File: src/rtl/hc148_pkg.sv
// Shared types and constants for the 74HC148 event-capture block.
package hc148_pkg;

  localparam int unsigned KEY_W = 3;
  localparam int unsigned CNT_W = 8;

  // Encoder outputs are active-low.
  localparam logic             GS_ACTIVE = 1'b0;
  localparam logic             GS_IDLE   = 1'b1;
  localparam logic [KEY_W-1:0] CODE_IDLE = '1;

  typedef enum logic [1:0] {
    IDLE         = 2'd0,
    QUAL_PRESS   = 2'd1,
    HELD         = 2'd2,
    QUAL_RELEASE = 2'd3
  } state_e;

  function automatic logic [KEY_W-1:0] key_of(input logic [KEY_W-1:0] code_n);
    return ~code_n;
  endfunction

endpackage

File: src/rtl/hc148_event_capture_fifo.sv
// Show-ahead event FIFO; a push while full without a pop is dropped and flagged.
module event_fifo #(
  parameter  int unsigned DEPTH = 4,
  parameter  int unsigned W     = 3,
  localparam int unsigned AW    = $clog2(DEPTH)
) (
  input  logic          clk,
  input  logic          rst,
  input  logic          push,
  input  logic          pop,
  input  logic [W-1:0]  din,
  output logic [W-1:0]  dout_c,
  output logic          full_c,
  output logic          empty_c,
  output logic          drop_c,
  output logic [AW:0]   count
);

  logic [W-1:0]  mem [DEPTH];
  logic [AW-1:0] wptr;
  logic [AW-1:0] rptr;
  logic          wr_en;
  logic          rd_en;

  assign full_c  = (count == (AW+1)'(DEPTH));
  assign empty_c = (count == '0);
  assign rd_en   = pop & ~empty_c;
  // When full, a simultaneous pop frees the slot the push reuses.
  assign wr_en   = push & (~full_c | rd_en);
  assign drop_c  = push & full_c & ~rd_en;
  assign dout_c  = empty_c ? '0 : mem[rptr];

  always_ff @(posedge clk) begin
    if (rst) begin
      wptr  <= '0;
      rptr  <= '0;
      count <= '0;
    end else begin
      if (wr_en) wptr <= wptr + 1'b1;
      if (rd_en) rptr <= rptr + 1'b1;
      case ({wr_en, rd_en})
        2'b10:   count <= count + 1'b1;
        2'b01:   count <= count - 1'b1;
        default: count <= count;
      endcase
    end
  end

  always_ff @(posedge clk) begin
    if (wr_en) mem[wptr] <= din;
  end

endmodule

File: src/rtl/hc148_event_capture.sv
// Synchronises and debounces 74HC148 outputs, queuing one key-index event per press.
module hc148_event_capture
  import hc148_pkg::*;
#(
  parameter  int unsigned DEBOUNCE = 4,
  parameter  int unsigned DEPTH    = 4,
  localparam int unsigned AW       = $clog2(DEPTH)
) (
  input  logic             clk,
  input  logic             rst,
  input  logic             gs_n,
  input  logic [KEY_W-1:0] code_n,
  input  logic             ev_ready,
  input  logic             ovf_clr,
  output logic             ev_valid,
  output logic [KEY_W-1:0] ev_code,
  output logic [AW:0]      ev_count,
  output logic             ovf
);

  localparam logic [CNT_W-1:0] DEB = CNT_W'(DEBOUNCE);

  logic             s1_gs_n, s_gs_n;
  logic [KEY_W-1:0] s1_code_n, s_code_n;
  logic [1:0]       fill;

  state_e           state, state_d;
  logic [KEY_W-1:0] cand, cand_d;
  logic [CNT_W-1:0] cnt, cnt_d, cnt_inc;
  logic             armed, armed_d;
  logic             push_c;

  logic             pop_c;
  logic             empty_c, full_c, drop_c;

  // Two-flop synchronisers; fill marks when stage two holds real samples.
  always_ff @(posedge clk) begin
    if (rst) begin
      s1_gs_n   <= GS_IDLE;
      s_gs_n    <= GS_IDLE;
      s1_code_n <= CODE_IDLE;
      s_code_n  <= CODE_IDLE;
      fill      <= 2'b00;
    end else begin
      s1_gs_n   <= gs_n;
      s_gs_n    <= s1_gs_n;
      s1_code_n <= code_n;
      s_code_n  <= s1_code_n;
      fill      <= {fill[0], 1'b1};
    end
  end

  always_ff @(posedge clk) begin
    if (rst) begin
      state <= IDLE;
      cand  <= CODE_IDLE;
      cnt   <= '0;
      armed <= 1'b0;
    end else begin
      state <= state_d;
      cand  <= cand_d;
      cnt   <= cnt_d;
      armed <= armed_d;
    end
  end

  assign cnt_inc = (cnt == DEB) ? cnt : cnt + 1'b1;

  // After reset the FSM stays disarmed until a debounced release is seen.
  always_comb begin
    state_d = state;
    cand_d  = cand;
    cnt_d   = cnt;
    armed_d = armed;
    push_c  = 1'b0;
    case (state)
      IDLE: begin
        if (!armed) begin
          if (!fill[1] || s_gs_n == GS_ACTIVE) begin
            cnt_d = '0;
          end else if (cnt == DEB) begin
            armed_d = 1'b1;
            cnt_d   = '0;
          end else begin
            cnt_d = cnt_inc;
          end
        end else if (s_gs_n == GS_ACTIVE) begin
          state_d = QUAL_PRESS;
          cand_d  = s_code_n;
          cnt_d   = CNT_W'(1);
        end
      end
      QUAL_PRESS: begin
        if (s_gs_n != GS_ACTIVE) begin
          state_d = IDLE;
          cnt_d   = '0;
        end else if (s_code_n != cand) begin
          cand_d = s_code_n;
          cnt_d  = CNT_W'(1);
        end else if (cnt == DEB) begin
          push_c  = 1'b1;
          state_d = HELD;
        end else begin
          cnt_d = cnt_inc;
        end
      end
      HELD: begin
        if (s_gs_n != GS_ACTIVE) begin
          state_d = QUAL_RELEASE;
          cnt_d   = CNT_W'(1);
        end else if (s_code_n != cand) begin
          state_d = QUAL_PRESS;
          cand_d  = s_code_n;
          cnt_d   = CNT_W'(1);
        end
      end
      QUAL_RELEASE: begin
        if (s_gs_n == GS_ACTIVE) begin
          if (s_code_n == cand) begin
            state_d = HELD;
          end else begin
            state_d = QUAL_PRESS;
            cand_d  = s_code_n;
            cnt_d   = CNT_W'(1);
          end
        end else if (cnt == DEB) begin
          state_d = IDLE;
          cnt_d   = '0;
        end else begin
          cnt_d = cnt_inc;
        end
      end
      default: state_d = IDLE;
    endcase
  end

  assign pop_c    = ev_valid & ev_ready;
  assign ev_valid = ~empty_c;

  event_fifo #(.DEPTH(DEPTH), .W(KEY_W)) u_fifo (
    .clk     (clk),
    .rst     (rst),
    .push    (push_c),
    .pop     (pop_c),
    .din     (key_of(cand)),
    .dout_c  (ev_code),
    .full_c  (full_c),
    .empty_c (empty_c),
    .drop_c  (drop_c),
    .count   (ev_count)
  );

  // A drop in the same cycle as a clear wins.
  always_ff @(posedge clk) begin
    if (rst)          ovf <= 1'b0;
    else if (drop_c)  ovf <= 1'b1;
    else if (ovf_clr) ovf <= 1'b0;
  end

endmodule

File: config.mk
export PLATFORM = sky130hd
export DESIGN_NAME = hc148_event_capture
export DESIGN_NICKNAME = d
export VERILOG_FILES = /design/src/rtl/hc148_pkg.sv /design/src/rtl/hc148_event_capture_fifo.sv /design/src/rtl/hc148_event_capture.sv
export SDC_FILE = /design/constraint.sdc
export NUM_CORES = 1
export LEC_CHECK = 0
export ABC_CLOCK_PERIOD_IN_PS = 2400
export CAP_MARGIN = 20
export CORE_MARGIN = 5
export CORE_UTILIZATION = 25
export DETAILED_ROUTE_END_ITERATION = 16
export SLEW_MARGIN = 40
export SYNTH_ARGS = -nofsm -noshare
export SYNTH_HDL_FRONTEND = slang
export SYNTH_SLANG_ARGS = --single-unit
File: constraint.sdc
create_clock -name clk -period 2.4 [get_ports clk]
set_clock_uncertainty 0.05 [all_clocks]
set_input_delay 0.48 -clock clk [delete_from_list [all_inputs] [get_ports clk]]
set_output_delay 0.48 -clock clk [all_outputs]
set_load 0.02 [all_outputs]
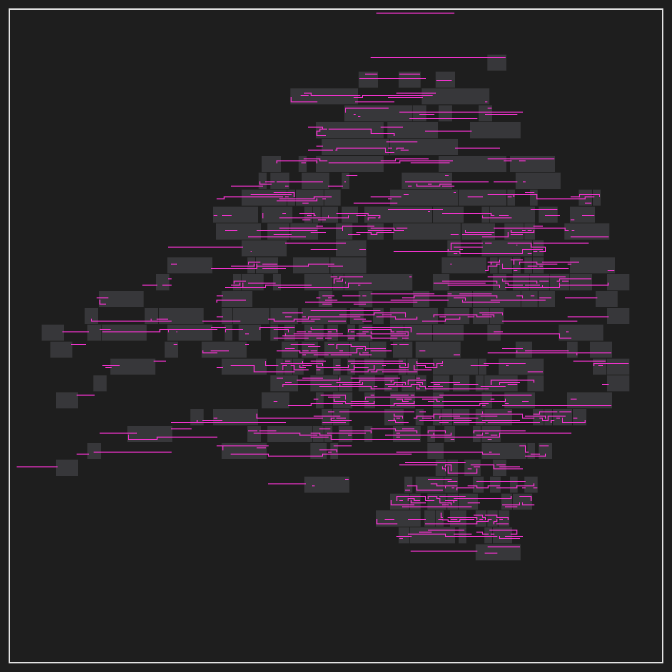
*Signal wires on met1*
longest straight run: 23.0 µm
nets with wire on the layer: 244
wire length on this layer: 2290 µm

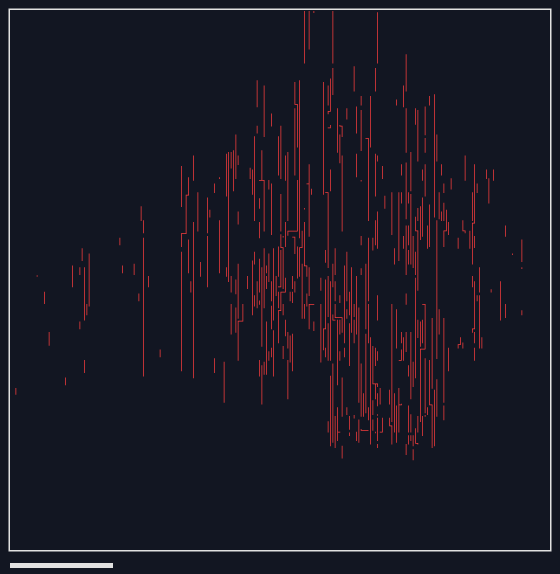
*The metal 2 layer*
The bar under the picture is 20 µm long.
wire length on this layer: 2040 µm
longest straight run: 30.6 µm
share of all routed wire: 44%

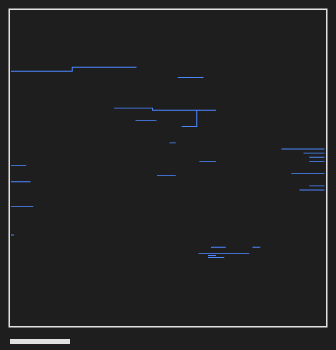
*Met3 routing*
The bar under the picture is 20 µm long.
longest straight run: 21.2 µm
share of all routed wire: 4.8%
main direction: horizontal
nets with wire on the layer: 21

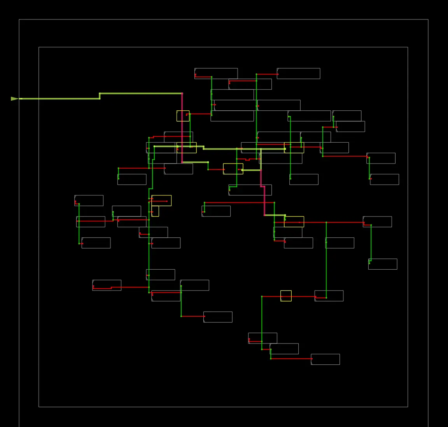
*Clock wiring as the flow saved it*
clock sink count: 46
Clk. pwr: 471 µW
CTS Buf Count: 5
clock buffers: 5
sequential cell count: 46

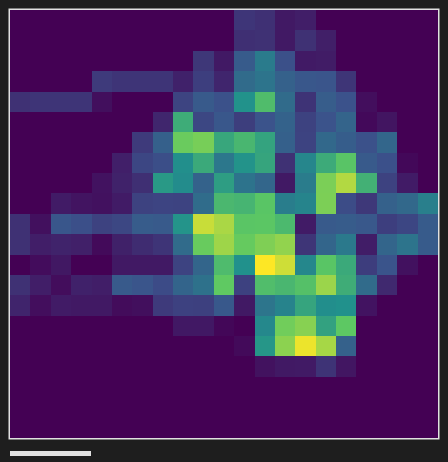
*Wiring heat map*
The bar under the picture is 20 µm long. The die is cut into 21 by 21 equal tiles; dark purple is low, yellow is high, scaled to the fullest tile. Values are wire area over tile area, all layers added.
densest ninth of the die: middle
tiles over half the peak: 12%
mean over tiles: 0.065

==> impl_metrics.tcl <==
# implementation run metrics
set metrics [dict create \
    grt_remaining_overflow 0 \
    port_buffers 15 \
    simple_gate_area_share_pct 21.05 \
    cts_setup_buffers 1 \
    ys_ff 46 \
    violations "negative setup slack" \
    clockRootBuffer "clkbuf_8" \
    cellPowerDensity_nw_per_um2 677.6 \
    place_ws_ns -0.03742 \
    top_regs "u_fifo.mem: 12 flops, cnt: 8 flops" \
    outcome "finished, violations left" \
    synthTopLogicFamily "simple AND/OR/NAND/NOR gates" \
    switching_share_pct 30.70 \
    num-nonclk-buffers 30 \
    setup_viol 1 \
    power_leakage_uw 0.001020 \
    adder_share_pct 6.427 \
    synth_area_leader_cell "dfxtp_1" \
    maxCapViolations 0 \
    rsz0062_at_grt "true" \
    num-fill-cells 931 \
    hold_viol 0 \
    timing.critical_path.cells "inv_1 > ha_1 > or4b_4 > nor2_4 > a31oi_4 > fa_2 > a311oi_2 > a31oi_1 > mux2_1" \
    yosys-top-cells-count "dfxtp_1, inv_1, nand2_1, a21oi_1" \
    mux_share_pct 5.762 \
    comb_power_share_pct 27.3 \
    slew_viol_final 0 \
    io_pins 16 \
    lay_top_count "dfxtp_1" \
    worst_slack_ns -0.006237 \
]
Power figures rest on the tool's default switching activity, not on a simulated workload.
